**Run 1: signal wires by layer**

Drawn at 4 px/micron. Two of the layers only.
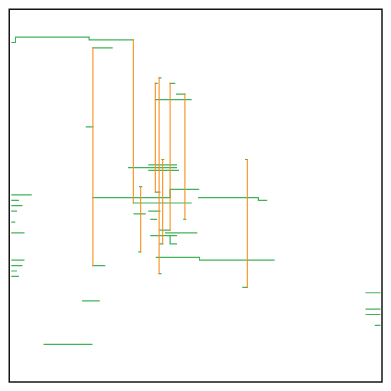
**Run 1: selected gate families**

Drawn at 4 px/micron.
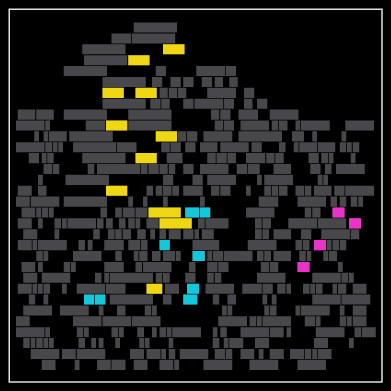
**Run 1: the metal 1 layer**

Drawn at 4 px/micron. Supply wires on this layer in gray.
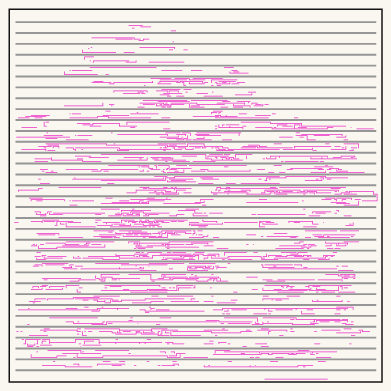
## src/rtl/hand_tally_if.sv

```systemverilog
// Command/result bundle for hand_tally_engine.
// master: issues cmd_*, observes cmd_ready and res_*; slave: the engine.
interface hand_tally_if #(
   parameter int NUM_CARDS   = 9,
   parameter int NUM_PLAYERS = 2
);
   localparam int PW = (NUM_PLAYERS > 1) ? $clog2(NUM_PLAYERS) : 1;
   localparam int IW = (NUM_CARDS > 1) ? $clog2(NUM_CARDS) : 1;
   localparam int CW = $clog2(NUM_CARDS + 1);

   logic                 cmd_valid;
   logic                 cmd_ready;
   logic [1:0]           cmd_op;
   logic [PW-1:0]        cmd_player;
   logic [NUM_CARDS-1:0] cmd_hand;
   logic [IW-1:0]        cmd_card;
   logic                 res_valid;
   logic [PW-1:0]        res_player;
   logic [CW-1:0]        res_black;
   logic [CW-1:0]        res_white;
   logic                 res_error;
   logic                 res_empty;

   modport master (
      output cmd_valid, cmd_op, cmd_player, cmd_hand, cmd_card,
      input  cmd_ready,
      input  res_valid, res_player, res_black, res_white,
      input  res_error, res_empty
   );

   modport slave (
      input  cmd_valid, cmd_op, cmd_player, cmd_hand, cmd_card,
      output cmd_ready,
      output res_valid, res_player, res_black, res_white,
      output res_error, res_empty
   );
endinterface

```

## src/rtl/hand_tally_engine.sv

```systemverilog
// Per-player card hand store; runs DEAL/PLAY/QUERY and recounts the hand
// one bit per cycle into black (even) / white (odd) totals.
// Ports: clk, rst (sync, active high), bus (hand_tally_if.slave):
//   cmd_valid/ready/op/player/hand/card in, res_valid/player/black/white/error/empty out.
module hand_tally_engine #(
   parameter int NUM_CARDS   = 9,
   parameter int NUM_PLAYERS = 2
) (
   input  logic         clk,
   input  logic         rst,
   hand_tally_if.slave  bus
);
   localparam int PW = (NUM_PLAYERS > 1) ? $clog2(NUM_PLAYERS) : 1;
   localparam int IW = (NUM_CARDS > 1) ? $clog2(NUM_CARDS) : 1;
   localparam int CW = $clog2(NUM_CARDS + 1);

   localparam logic [1:0] OP_DEAL  = 2'b00;
   localparam logic [1:0] OP_PLAY  = 2'b01;
   localparam logic [1:0] OP_QUERY = 2'b10;

   typedef enum logic [1:0] {
      S_IDLE,
      S_APPLY,
      S_SCAN,
      S_DONE
   } state_t;

   state_t state;
   state_t state_n;

   logic [1:0]           op_q;
   logic [PW-1:0]        player_q;
   logic [NUM_CARDS-1:0] hand_q;
   logic [IW-1:0]        card_q;

   logic [NUM_CARDS-1:0] hands [NUM_PLAYERS];
   logic [NUM_CARDS-1:0] scan_q;
   logic [IW-1:0]        k_q;
   logic [CW-1:0]        black_q;
   logic [CW-1:0]        white_q;
   logic                 err_q;

   logic                 res_valid_q;
   logic [PW-1:0]        res_player_q;
   logic [CW-1:0]        res_black_q;
   logic [CW-1:0]        res_white_q;
   logic                 res_error_q;
   logic                 res_empty_q;

   logic                 accept;
   logic                 scan_last;
   logic                 player_ok;
   logic                 card_ok;
   logic [NUM_CARDS-1:0] cur_hand;
   logic [NUM_CARDS-1:0] new_hand;
   logic                 apply_err;
   logic [CW-1:0]        black_n;
   logic [CW-1:0]        white_n;

   assign bus.cmd_ready  = (state == S_IDLE);
   assign bus.res_valid  = res_valid_q;
   assign bus.res_player = res_player_q;
   assign bus.res_black  = res_black_q;
   assign bus.res_white  = res_white_q;
   assign bus.res_error  = res_error_q;
   assign bus.res_empty  = res_empty_q;

   assign accept    = bus.cmd_valid && (state == S_IDLE);
   assign scan_last = (k_q == IW'(NUM_CARDS - 1));
   assign player_ok = int'(player_q) < NUM_PLAYERS;
   assign card_ok   = int'(card_q) < NUM_CARDS;
   // An invalid player scans as an empty hand.
   assign cur_hand  = player_ok ? hands[player_q] : '0;

   // k_q[0] tells the colour of the bit currently at scan_q[0].
   assign black_n = black_q + CW'(scan_q[0] & ~k_q[0]);
   assign white_n = white_q + CW'(scan_q[0] &  k_q[0]);

   always_ff @(posedge clk) begin
      if (rst) begin
         state <= S_IDLE;
      end else begin
         state <= state_n;
      end
   end

   always_comb begin
      state_n = state;
      unique case (state)
         S_IDLE:  if (accept) state_n = S_APPLY;
         S_APPLY: state_n = S_SCAN;
         S_SCAN:  if (scan_last) state_n = S_DONE;
         S_DONE:  state_n = S_IDLE;
         default: state_n = S_IDLE;
      endcase
   end

   always_comb begin
      apply_err = 1'b0;
      new_hand  = cur_hand;
      unique case (1'b1)
         op_q == OP_DEAL: begin
            new_hand = hand_q;
         end
         op_q == OP_PLAY: begin
            if (card_ok && cur_hand[card_q]) begin
               new_hand = cur_hand & ~(NUM_CARDS'(1) << card_q);
            end else begin
               apply_err = 1'b1;
            end
         end
         op_q == OP_QUERY: begin
            new_hand = cur_hand;
         end
         default: begin
            apply_err = 1'b1;
         end
      endcase
      if (!player_ok) apply_err = 1'b1;
      // A rejected command leaves the hand exactly as it was.
      if (apply_err) new_hand = cur_hand;
   end

   always_ff @(posedge clk) begin
      if (rst) begin
         op_q         <= '0;
         player_q     <= '0;
         hand_q       <= '0;
         card_q       <= '0;
         scan_q       <= '0;
         k_q          <= '0;
         black_q      <= '0;
         white_q      <= '0;
         err_q        <= 1'b0;
         res_valid_q  <= 1'b0;
         res_player_q <= '0;
         res_black_q  <= '0;
         res_white_q  <= '0;
         res_error_q  <= 1'b0;
         res_empty_q  <= 1'b0;
         for (int i = 0; i < NUM_PLAYERS; i++) begin
            hands[i] <= '0;
         end
      end else begin
         res_valid_q <= 1'b0;

         if (accept) begin
            op_q     <= bus.cmd_op;
            player_q <= bus.cmd_player;
            hand_q   <= bus.cmd_hand;
            card_q   <= bus.cmd_card;
         end

         if (state == S_APPLY) begin
            for (int i = 0; i < NUM_PLAYERS; i++) begin
               if (player_ok && int'(player_q) == i) begin
                  hands[i] <= new_hand;
               end
            end
            scan_q  <= new_hand;
            k_q     <= '0;
            black_q <= '0;
            white_q <= '0;
            err_q   <= apply_err;
         end

         if (state == S_SCAN) begin
            scan_q  <= scan_q >> 1;
            k_q     <= k_q + IW'(1);
            black_q <= black_n;
            white_q <= white_n;
            // Final counts go straight to the result registers so they
            // are visible during the single DONE cycle.
            if (scan_last) begin
               res_valid_q  <= 1'b1;
               res_player_q <= player_q;
               res_black_q  <= black_n;
               res_white_q  <= white_n;
               res_error_q  <= err_q;
               res_empty_q  <= (black_n == '0) && (white_n == '0);
            end
         end
      end
   end
endmodule
```

## src/flat_wrapper.sv

```systemverilog
// flat-port wrapper written by rule: the top's interface ports become plain ports
module hand_tally_engine_flat 
#(
   parameter int NUM_CARDS   = 9,
   parameter int NUM_PLAYERS = 2
)
  (clk, rst, bus_cmd_valid, bus_cmd_op, bus_cmd_player, bus_cmd_hand, bus_cmd_card, bus_cmd_ready, bus_res_valid, bus_res_player, bus_res_black, bus_res_white, bus_res_error, bus_res_empty);
  hand_tally_if #(.NUM_CARDS(NUM_CARDS), .NUM_PLAYERS(NUM_PLAYERS)) bus_i ();
  input  logic clk;
  input  logic rst;
  input wire logic [$bits(bus_i.cmd_valid)-1:0] bus_cmd_valid;
  input wire logic [$bits(bus_i.cmd_op)-1:0] bus_cmd_op;
  input wire logic [$bits(bus_i.cmd_player)-1:0] bus_cmd_player;
  input wire logic [$bits(bus_i.cmd_hand)-1:0] bus_cmd_hand;
  input wire logic [$bits(bus_i.cmd_card)-1:0] bus_cmd_card;
  output wire logic [$bits(bus_i.cmd_ready)-1:0] bus_cmd_ready;
  output wire logic [$bits(bus_i.res_valid)-1:0] bus_res_valid;
  output wire logic [$bits(bus_i.res_player)-1:0] bus_res_player;
  output wire logic [$bits(bus_i.res_black)-1:0] bus_res_black;
  output wire logic [$bits(bus_i.res_white)-1:0] bus_res_white;
  output wire logic [$bits(bus_i.res_error)-1:0] bus_res_error;
  output wire logic [$bits(bus_i.res_empty)-1:0] bus_res_empty;
  assign bus_i.cmd_valid = bus_cmd_valid;
  assign bus_i.cmd_op = bus_cmd_op;
  assign bus_i.cmd_player = bus_cmd_player;
  assign bus_i.cmd_hand = bus_cmd_hand;
  assign bus_i.cmd_card = bus_cmd_card;
  assign bus_cmd_ready = bus_i.cmd_ready;
  assign bus_res_valid = bus_i.res_valid;
  assign bus_res_player = bus_i.res_player;
  assign bus_res_black = bus_i.res_black;
  assign bus_res_white = bus_i.res_white;
  assign bus_res_error = bus_i.res_error;
  assign bus_res_empty = bus_i.res_empty;
  hand_tally_engine #(.NUM_CARDS(NUM_CARDS), .NUM_PLAYERS(NUM_PLAYERS)) u_core (.clk(clk), .rst(rst), .bus(bus_i));
endmodule
```

## config.mk

```make
export PLATFORM = sky130hd
export DESIGN_NAME = hand_tally_engine_flat
export DESIGN_NICKNAME = d
export VERILOG_FILES = /design/src/rtl/hand_tally_if.sv /design/src/rtl/hand_tally_engine.sv /design/src/flat_wrapper.sv
export SDC_FILE = /design/constraint.sdc
export NUM_CORES = 1
export LEC_CHECK = 0
export CORE_UTILIZATION = 42
export DETAILED_ROUTE_END_ITERATION = 10
export GPL_ROUTABILITY_DRIVEN = 0
export PLACE_DENSITY = 0.62
export SYNTH_ARGS = -nofsm -noshare
export SYNTH_HDL_FRONTEND = slang
export SYNTH_SLANG_ARGS = --single-unit
export TNS_END_PERCENT = 30
```

## constraint.sdc

```tcl
create_clock -name clk -period 5.9 [get_ports clk]
set_input_delay 0.885 -clock clk [delete_from_list [all_inputs] [get_ports clk]]
set_output_delay 0.885 -clock clk [all_outputs]
set_load 0.1 [all_outputs]
```

==> flow_metrics.py, run 1 <==
# Synthesis and PnR figures
metrics = {
    "outcome": {
        "run_status": "complete, no violations",
    },
    "clocking": {
        "cts_tree": "done",
        "cts-buffers-inserted": 9,
        "clock_path_buffers": 2,
        "ctsHoldBuffers": 0,
    },
    "power": {
        "vdd.ir_drop.worst_mv": 0.403,
        "seq_power_share_pct": 39.7,
    },
    "synth": {
        "yosysCellCount": 379,
        "synth_cells": 379,
        "mappedNetlistArea_sq_mm": 0.00346,
        "ys_sh_aoi_pct": 18.6,
        "post_synth_main_area_contributors": "dfxtp_1 (31%), edfxtp_1 (16%), a21oi_1 (6.6%), nand2_1 (6.1%), nor3b_1 (3.7%)",
    },
    "finish": {
        "layout_top_cell": "nand2_1",
        "area.share.combinational_pct": 42.7,
        "leading_cell_kind": "combinational gates",
        "num-nonclk-inverters": 9,
        "clock_buffer_count": 11,
    },
    "worst_setup_path": {
        "crit_path_top_delay_cell": "clkdlybuf4s50_1",
        "reg2reg_slack_ns": 3.28,
        "timing.critical_path.required_ns": 5.02,
    },
    "timing": {
        "slew_violations": 0,
        "post-route-min-period_ns": 3.01,
        "grt_setup_unrepaired": "false",
        "report.final.setup_viol": 0,
    },
    "grt": {
        "grt_use_met2_pct": 29.2,
        "vias_in_the_first_global_route": 2613,
        "grt_pass1_wl_mm": 12.8,
        "globalRoute.busiestLayer": "met2",
    },
    "routing": {
        "route.top_layer_used": "met4",
        "wl_met3_microns": 252,
        "detailedRoute.firstPassIterationCount": 4,
    },
    "place": {
        "place.detailed.instances": 487,
    },
    "job": {
        "tool_warnings": 29,
    },
    "floorplan": {
        "well_tap_count": 102,
        "initCoreUtil_pct": 44.1,
    },
    "worst_hold_path": {
        "worstHoldEndpoint": "u_core.bus.res_black[0]",
        "hold_path.class": "reg -> reg",
    },
}
Notes on 'signal wires by layer' above:
| color | layer | wire length |
|---|---|---|
| orange | metal 4 | 309 microns |
| green | metal 3 | 253 microns |
routed vias: 2760
WL/cell: 15.3 microns
final routed wirelength across all metal layers: 7.69 mm

Notes on 'selected gate families' above:
| color | family | cells | most used |
|---|---|---|---|
| magenta | XOR/XNOR gates | 4 | xnor2_1 |
| yellow | multiplexers | 11 | mux2_4 |
| cyan | AND-OR and OR-AND gates | 8 | a21o_1 |

Notes on 'the metal 1 layer' above:
main direction: horizontal
longest straight run: 31.3 microns
wire length on this layer: 3770 microns
nets with wire on the layer: 396
share of all routed wire: 49%

**Run 1: close-up of the layout**

Window x 31 to 61, y 50 to 80 microns. Cells in gray, sequential cells in the stronger gray; small squares are vias.
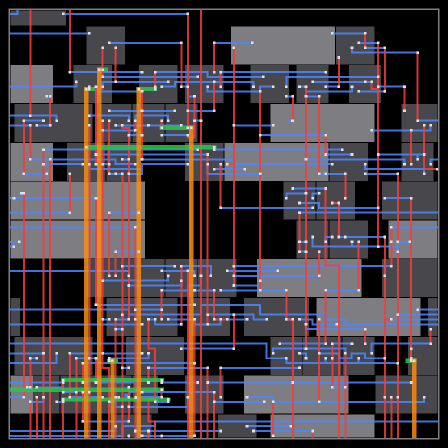

==> run 2: changes to the inputs <==
Clock period 5.9 ns to 2.88 ns, I/O delays scaled along.
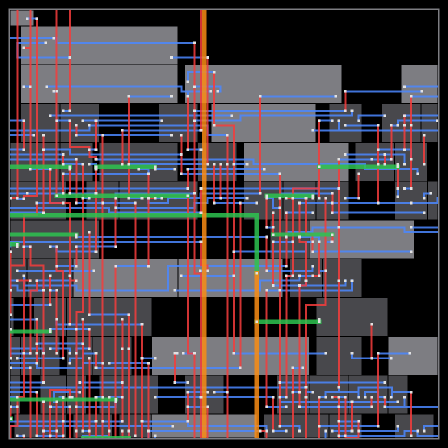
**Above:** run 2 (close-up of the layout).
Window x 31 to 61, y 50 to 80 microns. Cells in gray, sequential cells in the stronger gray; small squares are vias.
| color | layer |
|---|---|
| orange | metal 4 |
| blue | metal 1 |
| red | metal 2 |
| green | metal 3 |
most frequent: a31oi_1 (11), nor3b_1 (9), dfxtp_1 (6)
netlist names of flops here include: `u_core.scan_q` (6), `u_core.hands` (4)
sequential cells in the window: 10
cells with their middle in the window: 55

==> flow_metrics.py, run 2 <==
# Synthesis and PnR figures
metrics = {
    "worst_setup_path": {
        "reg2reg_slack_ns": 0.39,
        "critical-path-max-stage-delay_ns": 0.53,
        "timing.critical_path.required_ns": 2.96,
        "crit_path_top_delay_cell": "mux4_2",
        "timing.critical_path.depth": 6,
    },
    "synth": {
        "post_synth_main_area_contributors": "dfxtp_1 (31%), edfxtp_1 (16%), a21oi_1 (6.6%), nand2_1 (6.1%), nor3b_1 (3.7%)",
        "ys_sh_aoi_pct": 18.6,
        "edf_count": 18,
        "synth_cells": 379,
        "async_set_or_reset_flop_fraction_in_the_synthesized_netlist_pct": 0,
        "mappedNetlistArea_sq_mm": 0.00346,
        "yosysCellCount": 379,
        "yosysMostFrequentCell": "nand2_1",
    },
    "routing": {
        "drc": 0,
        "detailedRoute.firstPassIterationCount": 4,
        "routed_wl_mm": 7.91,
        "final_antenna_net_count": 0,
        "route.top_layer_used": "met4",
        "vias_per_cell": 5.56,
        "wl_met3_microns": 285,
        "drt-wirelength-per-cell_microns": 15.6,
        "vias": 2815,
    },
    "finish": {
        "num-nonclk-inverters": 9,
        "final_core_area_utilization_pct": 50.7,
        "area.share.combinational_pct": 42.8,
        "largest_register_ff_count": 18,
        "finalNonFillerCells": 506,
        "layout_top_cell": "nand2_1",
        "clock_buffer_count": 12,
        "leading_cell_kind": "combinational gates",
        "growth_of_design_area_from_synthesis_to_finish_pct": 14.9,
        "insertedDiodeCount": 0,
    },
    "worst_hold_path": {
        "worstHoldEndpoint": "u_core.hand_q[8]",
        "hold_path.class": "reg -> reg",
    },
    "floorplan": {
        "die_height_microns": 92.8,
        "die_area_sq_mm": 0.00861,
        "initCoreUtil_pct": 44.1,
        "core_sq_mm": 0.00785,
        "well_tap_count": 102,
    },
    "job": {
        "tool_warnings": 29,
    },
    "power": {
        "seq_power_share_pct": 39.9,
        "vdd.ir_drop.worst_mv": 0.489,
        "total_power_mw": 3.29,
        "power.clock.fraction_pct": 24.0,
    },
    "outcome": {
        "run_status": "complete, no violations",
    },
    "timing": {
        "grt_setup_unrepaired": "false",
        "timing.clock.skew_ns": 0.0143,
        "slew_violations": 0,
        "hold-worst-slack_ns": 0.458,
        "report.final.setup_viol": 0,
        "post-route-min-period_ns": 2.49,
    },
    "grt": {
        "globalRoute.busiestLayer": "met2",
        "vias_in_the_first_global_route": 2650,
        "grt_use_met2_pct": 31.3,
        "grt_pass1_wl_mm": 13.0,
        "gr-usage-met3_pct": 5.58,
    },
    "clocking": {
        "ctsHoldBuffers": 0,
        "cts-buffers-inserted": 9,
        "cts_tree": "done",
        "clock_path_buffers": 2,
    },
    "place": {
        "place.detailed.instances": 490,
    },
}
Power figures rest on the tool's default switching activity, not on a simulated workload.
